## src/rtl/regfile_pkg.sv

```systemverilog
// Shared defaults, register-index type and write-port priority helper for the multi-port regfile.
package regfile_pkg;

    localparam int XLEN_DEF  = 32;
    localparam int NREGS_DEF = 32;
    localparam int AW_DEF    = $clog2(NREGS_DEF);
    localparam int MAX_WR    = 32;

    typedef logic [AW_DEF-1:0] reg_idx_t;

    localparam reg_idx_t ZERO_IDX = '0;

    // Index of the highest set bit; the caller guarantees at least one bit is set.
    function automatic int hi_hit(input logic [MAX_WR-1:0] hits);
        int idx;
        idx = 0;
        for (int j = 0; j < MAX_WR; j++) begin
            if (hits[j]) idx = j;
        end
        return idx;
    endfunction

endpackage

```

## src/rtl/regfile_scoreboard.sv

```systemverilog
// Pending-write scoreboard: one bit per register, set by issue reservations, cleared by writebacks.
// Combinational rsv_ready; a same-cycle write to a pending register frees it for a new reservation.
module regfile_scoreboard
    import regfile_pkg::*;
#(
    parameter int NREGS    = NREGS_DEF,
    parameter int NWR      = 2,
    parameter int ZERO_REG = 1,
    localparam int AW      = $clog2(NREGS)
) (
    input  logic              clk,
    input  logic              rst_n,
    input  logic [NWR-1:0]    we,
    input  logic [NWR*AW-1:0] waddr,
    input  logic              rsv_valid,
    input  logic [AW-1:0]     rsv_addr,
    output logic              rsv_ready,
    output logic [NREGS-1:0]  wr_hit,
    output logic [NREGS-1:0]  pending
);

    logic [NREGS-1:0] set_mask;

    always_comb begin
        wr_hit   = '0;
        set_mask = '0;
        for (int j = 0; j < NWR; j++) begin
            if (we[j]) wr_hit[waddr[j*AW +: AW]] = 1'b1;
        end
        rsv_ready = !pending[rsv_addr] || wr_hit[rsv_addr];
        // Register 0 accepts reservations but never records them.
        if (rsv_valid && rsv_ready && !(ZERO_REG != 0 && rsv_addr == AW'(ZERO_IDX)))
            set_mask[rsv_addr] = 1'b1;
    end

    // Set is applied after clear so a reservation racing its own writeback stays pending.
    always_ff @(posedge clk or negedge rst_n) begin
        if (!rst_n) pending <= '0;
        else        pending <= (pending & ~wr_hit) | set_mask;
    end

endmodule

```

## src/rtl/regfile_mp_sb.sv

```systemverilog
// Multi-port register file with write-priority, same-cycle bypass and a pending-write scoreboard.
// Reads are zero-latency; writes land on posedge; issue stalls while rsv_ready is low.
module regfile_mp_sb
    import regfile_pkg::*;
#(
    parameter int XLEN     = XLEN_DEF,
    parameter int NREGS    = NREGS_DEF,
    parameter int NRD      = 2,
    parameter int NWR      = 2,
    parameter int BYPASS   = 1,
    parameter int ZERO_REG = 1,
    localparam int AW      = $clog2(NREGS)
) (
    input  logic                clk,
    input  logic                rst_n,
    input  logic [NRD*AW-1:0]   raddr,
    output logic [NRD*XLEN-1:0] rdata,
    output logic [NRD-1:0]      rpend,
    input  logic [NWR-1:0]      we,
    input  logic [NWR*AW-1:0]   waddr,
    input  logic [NWR*XLEN-1:0] wdata,
    input  logic                rsv_valid,
    input  logic [AW-1:0]       rsv_addr,
    output logic                rsv_ready,
    output logic [NREGS-1:0]    pending
);

    logic [XLEN-1:0]  mem [NREGS];
    logic [NREGS-1:0] wr_hit;

    regfile_scoreboard #(
        .NREGS    (NREGS),
        .NWR      (NWR),
        .ZERO_REG (ZERO_REG)
    ) u_sb (
        .clk       (clk),
        .rst_n     (rst_n),
        .we        (we),
        .waddr     (waddr),
        .rsv_valid (rsv_valid),
        .rsv_addr  (rsv_addr),
        .rsv_ready (rsv_ready),
        .wr_hit    (wr_hit),
        .pending   (pending)
    );

    function automatic logic [MAX_WR-1:0] hits_for(input logic [AW-1:0] a);
        logic [MAX_WR-1:0] h;
        h = '0;
        for (int j = 0; j < NWR; j++) begin
            h[j] = we[j] && (waddr[j*AW +: AW] == a);
        end
        return h;
    endfunction

    // Ports are visited in ascending order so the highest-index write is the last NBA and wins.
    always_ff @(posedge clk or negedge rst_n) begin
        if (!rst_n) begin
            for (int r = 0; r < NREGS; r++) mem[r] <= '0;
        end else begin
            for (int j = 0; j < NWR; j++) begin
                if (we[j] && !(ZERO_REG != 0 && waddr[j*AW +: AW] == AW'(ZERO_IDX)))
                    mem[waddr[j*AW +: AW]] <= wdata[j*XLEN +: XLEN];
            end
        end
    end

    // Gating on rst_n keeps bypassed write data off the read ports while reset is held.
    always_comb begin
        rdata = '0;
        rpend = '0;
        for (int k = 0; k < NRD; k++) begin
            if (!rst_n || (ZERO_REG != 0 && raddr[k*AW +: AW] == AW'(ZERO_IDX))) begin
                rdata[k*XLEN +: XLEN] = '0;
            end else if (BYPASS != 0 && wr_hit[raddr[k*AW +: AW]]) begin
                rdata[k*XLEN +: XLEN] = wdata[hi_hit(hits_for(raddr[k*AW +: AW]))*XLEN +: XLEN];
            end else begin
                rdata[k*XLEN +: XLEN] = mem[raddr[k*AW +: AW]];
                rpend[k]              = pending[raddr[k*AW +: AW]];
            end
        end
    end

endmodule

```

## config.mk

```make
export PLATFORM = sky130hd
export DESIGN_NAME = regfile_mp_sb
export DESIGN_NICKNAME = d
export VERILOG_FILES = /design/src/rtl/regfile_pkg.sv /design/src/rtl/regfile_scoreboard.sv /design/src/rtl/regfile_mp_sb.sv
export SDC_FILE = /design/constraint.sdc
export NUM_CORES = 2
export LEC_CHECK = 0
export CAP_MARGIN = 20
export CORE_ASPECT_RATIO = 1.25
export CORE_MARGIN = 5
export CORE_UTILIZATION = 50
export CTS_CLUSTER_SIZE = 8
export DETAILED_ROUTE_END_ITERATION = 12
export PLACE_DENSITY = 0.64
export SLEW_MARGIN = 10
export SYNTH_ARGS = -nofsm -noshare
export SYNTH_HDL_FRONTEND = slang
export SYNTH_SLANG_ARGS = --single-unit
```

## constraint.sdc

```tcl
create_clock -name clk -period 6.94 [get_ports clk]
set_input_delay 2.082 -clock clk [delete_from_list [all_inputs] [get_ports clk]]
set_output_delay 2.082 -clock clk [all_outputs]
set_load 0.02 [all_outputs]
```

met1.png
Bar = 100 um.
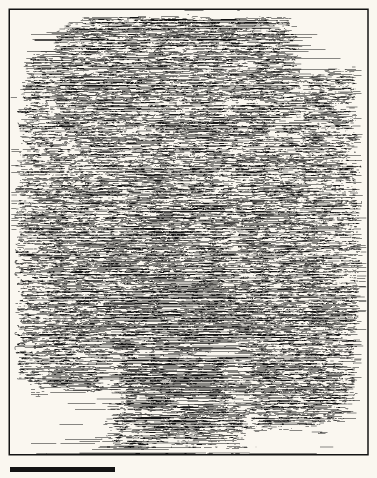
share of all routed wire: 34%
wire length on this layer: 108 mm
longest straight run: 141 um
nets with wire on the layer: 6796

met2.png
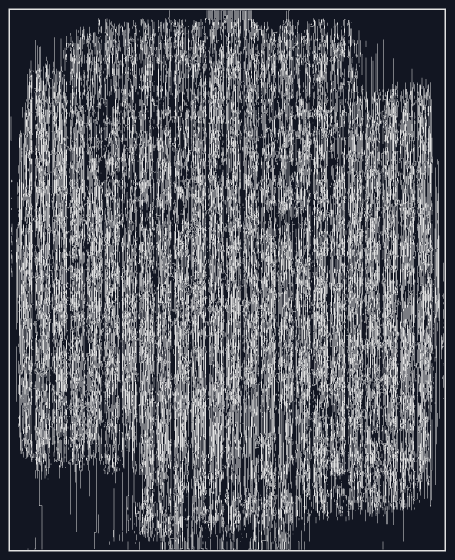
main direction: vertical
share of all routed wire: 42%
nets with wire on the layer: 5629

==> run_summary.xml <==
<?xml version="1.0" encoding="UTF-8"?>
<metrics>
  <group name="status">
    <metric name="status" unit="">complete, no violations</metric>
  </group>
  <group name="finish">
    <metric name="layout.cells.most_common_list" unit="">1235 x nand2_1, 1056 x dfrtp_1, 715 x nor2_1</metric>
    <metric name="synthToLayoutAreaGrowth" unit="%">16.88</metric>
    <metric name="layout.core_utilization" unit="">0.5867</metric>
    <metric name="final_common_cell" unit="">nand2_1</metric>
    <metric name="layout.area.top_class" unit="">combinational gates</metric>
    <metric name="multi_input_logic_portion_of_the_cell_area" unit="">0.4866</metric>
  </group>
  <group name="synthesis">
    <metric name="topCombFamilyByArea" unit="">multiplexers</metric>
    <metric name="ys_seq_share" unit="">0.3897</metric>
    <metric name="area_contributors_post_synth" unit="">dfrtp_1 39%, mux4_2 18%, mux2i_1 9.3%, nand2_1 7.1%, nor2_1 4.1%</metric>
    <metric name="synthSimpleGateAreaFrac" unit="">0.1358</metric>
  </group>
  <group name="hold_path">
    <metric name="min_from" unit="">mem[1009]$_DFF_PN0_</metric>
  </group>
  <group name="floorplanning">
    <metric name="fp.dieH" unit="um">421.8</metric>
    <metric name="dieWidth" unit="um">339.4</metric>
  </group>
  <group name="grt">
    <metric name="busiest_layer" unit="">met2</metric>
    <metric name="largest_net_degree_at_the_start_of_global_routing" unit="">156</metric>
  </group>
  <group name="critical_path">
    <metric name="critPathMaxStageDelay" unit="ns">0.46</metric>
    <metric name="cp_capture_type" unit="">output port</metric>
  </group>
  <group name="route">
    <metric name="detail_route.first_pass.iterations" unit="">8</metric>
  </group>
  <group name="placement">
    <metric name="dpl_worst_slack" unit="ns">-0.8530</metric>
  </group>
  <group name="clocking">
    <metric name="root_buffer" unit="">clkbuf_16</metric>
  </group>
  <group name="pwr">
    <metric name="group_drawing_the_most_power" unit="">sequential cells</metric>
    <metric name="cell_internal_pwr" unit="W">0.01483</metric>
    <metric name="p_sw" unit="W">0.007025</metric>
  </group>
  <group name="sta">
    <metric name="layout_min_cycle_time" unit="ns">6.932</metric>
  </group>
</metrics>
Power and IR drop assume default switching activity.
